Figure 1. Met1 routing.
Scale bar: 20 um. Supply wires on this layer in gray.
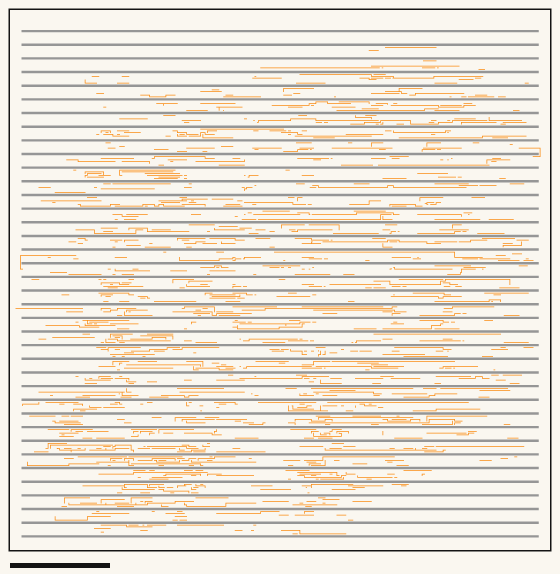
Figure 2. The metal 2 layer.
Scale bar: 20 um.
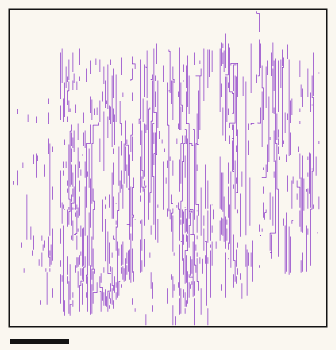
**config.mk**
```make
export PLATFORM = sky130hd
export DESIGN_NAME = ps2_rx_fifo
export DESIGN_NICKNAME = d
export VERILOG_FILES = /design/src/rtl/ps2_pkg.sv /design/src/rtl/ps2_filter.sv /design/src/rtl/ps2_rx_fifo.sv
export SDC_FILE = /design/constraint.sdc
export NUM_CORES = 1
export LEC_CHECK = 0
export CAP_MARGIN = 15
export CORE_MARGIN = 2
export CORE_UTILIZATION = 50
export DETAILED_ROUTE_END_ITERATION = 16
export HOLD_SLACK_MARGIN = 0.05
export PLACE_DENSITY = 0.73
export RECOVER_POWER = 25
export SETUP_SLACK_MARGIN = 0.1
export SYNTH_ARGS = -nofsm -noshare
export SYNTH_HDL_FRONTEND = slang
export SYNTH_SLANG_ARGS = --single-unit
```
**constraint.sdc**
```tcl
create_clock -name clk -period 4.75 [get_ports clk]
set_input_delay 0.475 -clock clk [delete_from_list [all_inputs] [get_ports clk]]
set_output_delay 0.475 -clock clk [all_outputs]
set_load 0.01 [all_outputs]
```
**src/rtl/ps2_pkg.sv**
```systemverilog
// Shared types and default parameters for the PS/2 receiver with output FIFO.
package ps2_pkg;

    typedef enum logic [1:0] {
        IDLE   = 2'd0,
        DATA   = 2'd1,
        PARITY = 2'd2,
        STOP   = 2'd3
    } ps2_state_e;

    typedef struct packed {
        logic       parity_err;
        logic [7:0] data;
    } fifo_entry_t;

    localparam int DEF_FIFO_DEPTH     = 8;
    localparam int DEF_FILTER_LEN     = 4;
    localparam int DEF_TIMEOUT_CYCLES = 10000;

endpackage

```
**src/rtl/ps2_filter.sv**
```systemverilog
// Synchronises the raw PS/2 lines, debounces ps2_clk and emits a one-cycle
// pulse on each filtered falling edge together with the data bit seen then.
module ps2_filter
    import ps2_pkg::*;
#(
    parameter int FILTER_LEN = DEF_FILTER_LEN
) (
    input  logic clk,
    input  logic rst,
    input  logic ps2_clk,
    input  logic ps2_data,
    output logic fall,
    output logic fall_bit
);

    localparam int CW = $clog2(FILTER_LEN) + 1;

    logic          clk_s1_q, clk_s2_q, dat_s1_q, dat_s2_q;
    logic          filt_q, filt_d;
    logic [CW-1:0] cnt_q, cnt_d;
    logic          fall_q, fall_d;
    logic          bit_q, bit_d;

    // The filtered level flips only after FILTER_LEN samples in a row disagree with it.
    always_comb begin
        filt_d = filt_q;
        cnt_d  = '0;
        if (clk_s2_q != filt_q) begin
            if (cnt_q == CW'(FILTER_LEN - 1)) begin
                filt_d = clk_s2_q;
            end else begin
                cnt_d = cnt_q + CW'(1);
            end
        end
        fall_d = filt_q && !filt_d;
        bit_d  = dat_s2_q;
    end

    always_ff @(posedge clk or posedge rst) begin
        if (rst) begin
            clk_s1_q <= 1'b1;
            clk_s2_q <= 1'b1;
            dat_s1_q <= 1'b1;
            dat_s2_q <= 1'b1;
            filt_q   <= 1'b1;
            cnt_q    <= '0;
            fall_q   <= 1'b0;
            bit_q    <= 1'b1;
        end else begin
            clk_s1_q <= ps2_clk;
            clk_s2_q <= clk_s1_q;
            dat_s1_q <= ps2_data;
            dat_s2_q <= dat_s1_q;
            filt_q   <= filt_d;
            cnt_q    <= cnt_d;
            fall_q   <= fall_d;
            bit_q    <= bit_d;
        end
    end

    assign fall     = fall_q;
    assign fall_bit = bit_q;

endmodule

```
**src/rtl/ps2_rx_fifo.sv**
```systemverilog
// PS/2 frame receiver (start, 8 data LSB-first, odd parity, stop) feeding a
// small FIFO with a sticky overflow flag and a frame-error pulse.
module ps2_rx_fifo
    import ps2_pkg::*;
#(
    parameter int FIFO_DEPTH     = DEF_FIFO_DEPTH,
    parameter int FILTER_LEN     = DEF_FILTER_LEN,
    parameter int TIMEOUT_CYCLES = DEF_TIMEOUT_CYCLES
) (
    input  logic       clk,
    input  logic       rst,
    input  logic       ps2_clk,
    input  logic       ps2_data,
    output logic [7:0] out_data,
    output logic       out_parity_err,
    output logic       out_valid,
    input  logic       out_ready,
    output logic       overflow,
    output logic       frame_err,
    input  logic       clear
);

    localparam int AW = $clog2(FIFO_DEPTH);
    localparam int TW = $clog2(TIMEOUT_CYCLES + 1);

    logic filt_fall, filt_bit;

    ps2_filter #(.FILTER_LEN(FILTER_LEN)) u_filter (
        .clk      (clk),
        .rst      (rst),
        .ps2_clk  (ps2_clk),
        .ps2_data (ps2_data),
        .fall     (filt_fall),
        .fall_bit (filt_bit)
    );

    ps2_state_e    state_q, state_d;
    logic [2:0]    bit_cnt_q, bit_cnt_d;
    logic [7:0]    shift_q, shift_d;
    logic          parity_err_q, parity_err_d;
    logic [TW-1:0] tmo_q, tmo_d;
    logic          frame_err_q, frame_err_d;
    logic          push_q, push_d;
    fifo_entry_t   push_entry_q, push_entry_d;

    always_comb begin
        state_d      = state_q;
        bit_cnt_d    = bit_cnt_q;
        shift_d      = shift_q;
        parity_err_d = parity_err_q;
        frame_err_d  = 1'b0;
        push_d       = 1'b0;
        push_entry_d = push_entry_q;
        if (state_q == IDLE || filt_fall) tmo_d = '0;
        else                              tmo_d = tmo_q + TW'(1);

        if (filt_fall) begin
            case (state_q)
                IDLE: begin
                    if (!filt_bit) begin
                        state_d   = DATA;
                        bit_cnt_d = 3'd0;
                    end else begin
                        frame_err_d = 1'b1;
                    end
                end
                DATA: begin
                    shift_d   = {filt_bit, shift_q[7:1]};
                    bit_cnt_d = bit_cnt_q + 3'd1;
                    if (bit_cnt_q == 3'd7) state_d = PARITY;
                end
                PARITY: begin
                    parity_err_d = ~(^{shift_q, filt_bit});
                    state_d      = STOP;
                end
                STOP: begin
                    if (filt_bit) begin
                        push_d       = 1'b1;
                        push_entry_d = '{parity_err: parity_err_q, data: shift_q};
                    end else begin
                        frame_err_d = 1'b1;
                    end
                    state_d = IDLE;
                end
                default: state_d = IDLE;
            endcase
        end else if (state_q != IDLE && tmo_q == TW'(TIMEOUT_CYCLES - 1)) begin
            // Sender went quiet mid-frame: drop the partial frame.
            state_d     = IDLE;
            frame_err_d = 1'b1;
            tmo_d       = '0;
        end
    end

    always_ff @(posedge clk or posedge rst) begin
        if (rst) begin
            state_q      <= IDLE;
            bit_cnt_q    <= '0;
            shift_q      <= '0;
            parity_err_q <= 1'b0;
            tmo_q        <= '0;
            frame_err_q  <= 1'b0;
            push_q       <= 1'b0;
            push_entry_q <= '0;
        end else begin
            state_q      <= state_d;
            bit_cnt_q    <= bit_cnt_d;
            shift_q      <= shift_d;
            parity_err_q <= parity_err_d;
            tmo_q        <= tmo_d;
            frame_err_q  <= frame_err_d;
            push_q       <= push_d;
            push_entry_q <= push_entry_d;
        end
    end

    logic [AW:0] wr_ptr_q, wr_ptr_d, rd_ptr_q, rd_ptr_d;
    logic        overflow_q, overflow_d;
    logic        fifo_empty, fifo_full, pop, wr_en, ovf_set;
    fifo_entry_t mem_q [FIFO_DEPTH];

    // Full when the wrap bits differ but the slot indices coincide.
    always_comb begin
        fifo_empty = (wr_ptr_q == rd_ptr_q);
        fifo_full  = (wr_ptr_q[AW] != rd_ptr_q[AW]) &&
                     (wr_ptr_q[AW-1:0] == rd_ptr_q[AW-1:0]);
        pop        = !fifo_empty && out_ready;
        wr_en      = push_q && (!fifo_full || pop);
        ovf_set    = push_q && fifo_full && !pop;
        wr_ptr_d   = wr_ptr_q + (AW+1)'(wr_en);
        rd_ptr_d   = rd_ptr_q + (AW+1)'(pop);
        if (ovf_set)    overflow_d = 1'b1;
        else if (clear) overflow_d = 1'b0;
        else            overflow_d = overflow_q;
    end

    always_ff @(posedge clk or posedge rst) begin
        if (rst) begin
            wr_ptr_q   <= '0;
            rd_ptr_q   <= '0;
            overflow_q <= 1'b0;
        end else begin
            wr_ptr_q   <= wr_ptr_d;
            rd_ptr_q   <= rd_ptr_d;
            overflow_q <= overflow_d;
        end
    end

    always_ff @(posedge clk) begin
        if (wr_en) mem_q[wr_ptr_q[AW-1:0]] <= push_entry_q;
    end

    assign out_data       = mem_q[rd_ptr_q[AW-1:0]].data;
    assign out_parity_err = mem_q[rd_ptr_q[AW-1:0]].parity_err;
    assign out_valid      = !fifo_empty;
    assign overflow       = overflow_q;
    assign frame_err      = frame_err_q;

endmodule

```
==> reports/results.tsv <==
stage	metric	value	unit
pwr	leakage power	2.250	nW
cells_and_area	register area	3621	um^2
global_route	largest net degree at the start of global routing	59	
yosys	Synth top cell by count	edfxtp_1	
pwr	switch share	0.2142	
global_route	met3 usage	0.04903	
clock_network	Clock Pin Slew Worst Setup and Hold Paths	0.06	ns
worst_setup_path	WP depth	4	
min_path	Worst Hold Path Cells	0	
place	dpl hpwl	5506	um
timing	Setup TNS	0	ns
worst_setup_path	cells on worst reg2reg path	4	
global_route	Global Route Usage Sum	0.1763	
floorplan	Die Ht	107.6	um
worst_setup_path	crit path DAT	2.90	ns
timing	Worst-Margin Slew	1.009	ns
floorplan	Die ar.	11570	um^2
cells_and_area	flop share of the area	0.5730	
route	met2 wire len	4569	um
yosys	Mapped Nets	349	
worst_setup_path	CP max stage delay	0.75	ns
worst_setup_path	Worst Setup End Kind	output pin	
min_path	min-delay src	u_filter.bit_d	
yosys	ys flop type	edfxtp_1	
clock_network	post-CTS setup buffers	0	
route	vias per std cell	5.390	
route	met1 wire length	3855	um
yosys	Synth async-reset ratio	0.4462	
worst_setup_path	CP Class	register to output pin	
worst_setup_path	RR Endpoint	mem_q[3][5]	
yosys	Chip Area, Yosys	5363	um^2
status	outcome	complete, no violations	
yosys	Post-synth regs	130	
flow_run	total of max-cap violations	0	
route	drt pass-1 iters	5	
yosys	top comb family, area	multiplexers	
min_path	Tightest Hold Check Type	register to register	
cells_and_area	most common logic cells in the final layout	edfxtp_1, dfrtp_1, mux2_2	
pwr	combinational power	0.000158	W
yosys	synthesized area per cell	16.20	um^2
cells_and_area	total inserted antenna cells	0	
floorplan	floorplan core area	10370	um^2
yosys	largest cells by area after synthesis	edfxtp_1, dfrtp_1, mux4_2	
flow_run	tool warnings	29	
cells_and_area	Clock buffer cells	17	
timing	Final Setup Violations	0	
pwr	Flop pwr share	0.445	
clock_network	maximum root-to-sink buffer count	2	
clock_network	# H-tree levels	4	
pwr	power in the clock group	0.00139	W
worst_setup_path	reg2reg setup slack	1.85	ns
cells_and_area	max reg flops	72	
pwr	Comb pwr share	0.056	
worst_setup_path	end point of the critical path	out_data[7]	
yosys	Mapped Area	5363	um^2
timing	highest clock rate	296.0	MHz
cells_and_area	Signal inverters	11	
place	cell total after placement	476	
min_path	hold path endpoint	u_filter.fall_bit	
worst_setup_path	largest delay contributor family on the critical path	buffers and inverters	
pwr	Internal	0.002197	W
clock_network	CTS tree	yes	
About Figure 1:
share of all routed wire: 44%
longest straight run: 35.9 um
main direction: horizontal
nets with wire on the layer: 349

About Figure 2:
main direction: vertical
nets with wire on the layer: 332
longest straight run: 52.2 um
wire length on this layer: 4,570 um
final wirelength: 8805 um
via count: 2,738
GR Util met2: 0.2974

Power figures rest on the tool's default switching activity, not on a simulated workload.
